Figure 1. Clock distribution.
Bar = 50 µm.
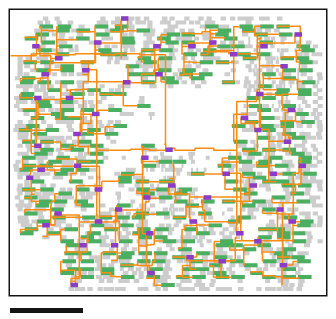
Figure 2. PDN straps and rails.
Pins as bars on the die edge. Tap cells in gray.
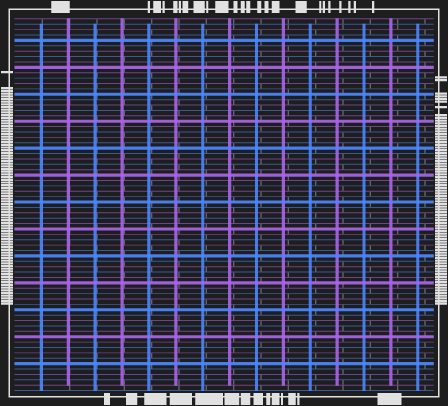
Figure 3. Gate families picked out.
Bar = 50 µm.
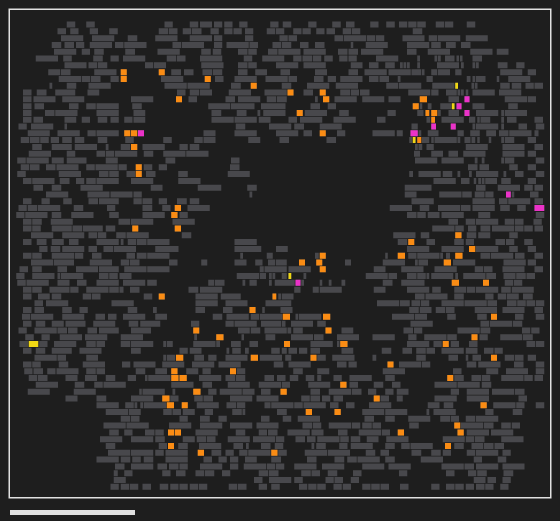
--- src/rtl/ps_tx_vh.sv ---
// ps_tx_vh: serialise a parallel partial-sum vector to AGS and collect the hidden states it returns.
//   clk, rst          : clock (rising edge), asynchronous active-high reset
//   en                : global enable; low freezes state (AGS captures in WAIT still happen)
//   ps_valid/ps_vec   : parallel signed partial sums in, element k at [k*BW_PS +: BW_PS]
//   ps_ready          : high only while idle
//   data_out_en/_out  : registered serial partial-sum stream, element 0 first
//   new_state(_en)    : hidden-state bit returned by AGS for the current neuron
//   h_vec/h_vec_valid : collected hidden-state vector and its one-cycle completion pulse
//   proto_err         : sticky, set when AGS strobes new_state_en outside WAIT
module ps_tx_vh #(
  parameter int BW_PS      = 16,
  parameter int NUM_CORE_V = 16,
  parameter int NUM_HIDDEN = 32
) (
  input  logic                          clk,
  input  logic                          rst,
  input  logic                          en,
  input  logic                          ps_valid,
  input  logic [NUM_CORE_V*BW_PS-1:0]   ps_vec,
  output logic                          ps_ready,
  output logic                          data_out_en,
  output logic [BW_PS-1:0]              data_out,
  input  logic                          new_state,
  input  logic                          new_state_en,
  output logic [NUM_HIDDEN-1:0]         h_vec,
  output logic                          h_vec_valid,
  output logic                          proto_err
);
  localparam int IW = NUM_CORE_V > 1 ? $clog2(NUM_CORE_V) : 1;
  localparam int HW = NUM_HIDDEN > 1 ? $clog2(NUM_HIDDEN) : 1;
  localparam logic [IW-1:0] I_LAST = IW'(NUM_CORE_V - 1);
  localparam logic [HW-1:0] H_LAST = HW'(NUM_HIDDEN - 1);

  typedef enum logic [1:0] {IDLE, SEND, WAIT, DONE} state_t;

  state_t                      state_q, state_d;
  logic [NUM_CORE_V*BW_PS-1:0] buf_q, buf_d;
  logic [IW-1:0]               idx_q, idx_d;
  logic [HW-1:0]               hidx_q, hidx_d;
  logic [BW_PS-1:0]            data_out_q, data_out_d;
  logic                        data_out_en_q, data_out_en_d;
  logic [NUM_HIDDEN-1:0]       h_vec_q, h_vec_d;
  logic                        h_vec_valid_q, h_vec_valid_d;
  logic                        proto_err_q, proto_err_d;
  logic                        accept, issue, capture, finish;

  assign accept  = state_q == IDLE && en && ps_valid;
  assign issue   = state_q == SEND && en;
  // AGS responses are honoured even while en is low
  assign capture = state_q == WAIT && new_state_en;
  assign finish  = state_q == DONE && en;

  always_comb begin
    state_d       = accept ? SEND :
                    (issue && idx_q == I_LAST) ? WAIT :
                    capture ? (hidx_q == H_LAST ? DONE : IDLE) :
                    finish ? IDLE : state_q;
    buf_d         = accept ? ps_vec : buf_q;
    idx_d         = accept ? '0 : issue ? idx_q + 1'b1 : idx_q;
    data_out_d    = issue ? buf_q[int'(idx_q)*BW_PS +: BW_PS] : data_out_q;
    data_out_en_d = issue;
    h_vec_d       = h_vec_q;
    if (capture) h_vec_d[hidx_q] = new_state;
    hidx_d        = capture ? (hidx_q == H_LAST ? '0 : hidx_q + 1'b1) : finish ? '0 : hidx_q;
    h_vec_valid_d = finish;
    proto_err_d   = proto_err_q | (new_state_en && state_q != WAIT);
  end

  always_ff @(posedge clk or posedge rst) begin
    if (rst) begin
      state_q       <= IDLE;
      buf_q         <= '0;
      idx_q         <= '0;
      hidx_q        <= '0;
      data_out_q    <= '0;
      data_out_en_q <= 1'b0;
      h_vec_q       <= '0;
      h_vec_valid_q <= 1'b0;
      proto_err_q   <= 1'b0;
    end else begin
      state_q       <= state_d;
      buf_q         <= buf_d;
      idx_q         <= idx_d;
      hidx_q        <= hidx_d;
      data_out_q    <= data_out_d;
      data_out_en_q <= data_out_en_d;
      h_vec_q       <= h_vec_d;
      h_vec_valid_q <= h_vec_valid_d;
      proto_err_q   <= proto_err_d;
    end
  end

  assign ps_ready    = state_q == IDLE;
  assign data_out    = data_out_q;
  assign data_out_en = data_out_en_q;
  assign h_vec       = h_vec_q;
  assign h_vec_valid = h_vec_valid_q;
  assign proto_err   = proto_err_q;
endmodule

--- config.mk ---
export PLATFORM = sky130hd
export DESIGN_NAME = ps_tx_vh
export DESIGN_NICKNAME = d
export VERILOG_FILES = /design/src/rtl/ps_tx_vh.sv
export SDC_FILE = /design/constraint.sdc
export NUM_CORES = 1
export LEC_CHECK = 0
export CORE_ASPECT_RATIO = 0.9
export CORE_MARGIN = 2
export CORE_UTILIZATION = 35
export CTS_BUF_LIST = sky130_fd_sc_hd__clkbuf_8
export CTS_CLUSTER_SIZE = 40
export DETAILED_ROUTE_END_ITERATION = 7
export PLACE_DENSITY = 0.62
export SLEW_MARGIN = 30
export SYNTH_ARGS = -nofsm -noshare
export SYNTH_HDL_FRONTEND = slang
export SYNTH_SLANG_ARGS = --single-unit
--- constraint.sdc ---
create_clock -name clk -period 37.4 [get_ports clk]
set_clock_uncertainty 0.1 [all_clocks]
set_input_delay 9.35 -clock clk [delete_from_list [all_inputs] [get_ports clk]]
set_output_delay 9.35 -clock clk [all_outputs]
set_load 0.1 [all_outputs]
==> results_slide.txt <==
Implementation Results

Global route
  – Largest net degree at the start of global routing: 114
  – Initial antenna violation count: 8
  – Vias in the first global route: 9,929
  – GRT Resource Usage Total: 0.185

Cells and area
  – Inverter count: 5
  – Nets@finish: 1,563
  – Reg area: 7960 µm²
  – Largest cell class: sequential cells
  – Share of cells above drive strength 1: 0.311

Outcome
  – Status: finished clean

Worst setup path
  – CP dominant cell by count: buf_4
  – Reg2reg setup slack: 33,040 ps
  – Worst path depth: 6
  – Critical Path Max Stage Delay: 820 ps
  – Top delay family on crit path: buffers and inverters
  – CP arrival: 13,380 ps
  – Start point of the critical path: en
  – CP max FO: 85
  – FF-to-FF path depth: 6

Power and ir drop
  – Comb pwr share: 0.384
  – Comb power: 0.000569 W
  – Pleak: 7.93 nW

Hold path
  – Hold/Removal Path Class: register to register
  – Min-delay src: data_out[15]$_DFFE_PP0P_

Placed design
  – Placement Setup Slack: 23,770 ps
  – Dpl cells: 1,769

Drt
  – Routed WL: 39,200 µm

Flow run
  – Tool warnings: 32
  – Max-cap violations: 0

CTS
  – # clock sinks: 318
  – CTS root buffer: clkbuf_8
  – Cts hold-fix bufs: 0
  – CTS resizes: 0

Synthesis
  – Post-synthesis cell area: 14,200 µm²
  – Cells after Synth: 976
  – Main area contributors: dfrtp_1 (56%), mux2_2 (23%), mux2i_1 (6.2%), mux4_2 (2.7%), a22oi_1 (2.3%)
  – Synthesis Warnings: 0
  – Average size of a mapped cell: 14.5 µm²

Die
  – Row Count: 69
  – Num ports: 314
  – Floorplan core density: 0.357

STA
  – Min Tclk post-route: 12,980 ps
Back to the opening pictures, Figure 1:
green -> flip-flops  # count 318
orange -> clock wires  # length 4,760 µm
purple -> clock drivers  # count 55
flops lie = all over the die
routed clock nets = 56
Clock Latency Late Sink: 630 ps
clock network fraction of design power: 0.220
power in the clock group: 0.000327 W

Back to the opening pictures, Figure 2:
purple -> VDD
blue -> VSS
met4 straps = 15
met1 rails = 70
signal pins = 314
met5 straps = 13
tap cells = 532
Die Height: 195 µm
maximum VDD drop: 0.0347 mV
core area: 39,700 µm²

Back to the opening pictures, Figure 3:
orange -> aoi and oai cells  # cells 80
magenta -> and/or cells  # cells 10, where north-east
yellow -> inv cells  # cells 5
Top cell excl fill/tap: dfrtp_1
Layout Cells excl Fill: 1,870
Comb/total area: 0.309

[kinds of logic (layout without fill, tap and decap cells)]
group / Yosys count / in the layout / share of synthesized area
AOI/OAI and AO/OA: 84 / 84 / 0.0454
xor gates and xnor gates: 3 / 3 / 0.00185
adders and majority gates: 6 / 6 / 0.00530
buffers and inverters: 70 / 430 / 0.0281
DFF: 318 / 318 / 0.562
muxes: 398 / 398 / 0.326
other: 0 / 2 / 0
and+or+nand+nor: 97 / 97 / 0.0314
[per-stage QoR]
step                      total power [W]  hold slack, ps  cell area [µm²]   util
after floorplan                  0.000991             372            14200      -
after global placement            0.00116             354            17700  0.446
after detailed placement          0.00117             353            17700  0.445
after CTS                         0.00150             367            18800  0.474
after global routing              0.00157             406            18800  0.474
final                             0.00148             365            18800  0.475
[state kept, by name (all words and copies together), names as in the netlist]
name / count
data_out_en: 1
h_vec_valid: 1
buf_q: 256
hidx_q: 5
proto_err: 1
h_vec: 32
state_q: 2
data_out: 16
idx_q: 4
[per-layer routing]
metal | global-route usage | wire length, µm
met4 | 0.0512 | 782
met2 | 0.294 | 17900
met3 | 0.0574 | 2880
met1 | 0.246 | 17600
met5 | 0 | 77
[synth_stat cells]
library cell  instances
a32oi_1              15
nor3b_1               4
buf_4                25
inv_1                 4
ha_1                  6
mux4_1                4
xor2_1                2
nand4_1               1
dfrtp_1             318
nand2_1              46
inv_2                 1
and2_0                1
nor2_1               23
mux2_2              289
buf_2                27
nor3_1                2
buf_6                 1
nand3b_2              1
and3b_1               1
and3_1                3
nand3_1               4
a22oi_1              44
and2_1                5
mux2i_1              88
xnor2_1               1
buf_1                 1
a21oi_1               1
a21o_1                2
o211ai_1             14
clkbuf_1             11
o41ai_1               1
a22o_1                2
o31ai_1               2
nand3b_1              4
mux4_2               17
o21ai_0               3
nor2b_1               2
Power and IR drop assume default switching activity.
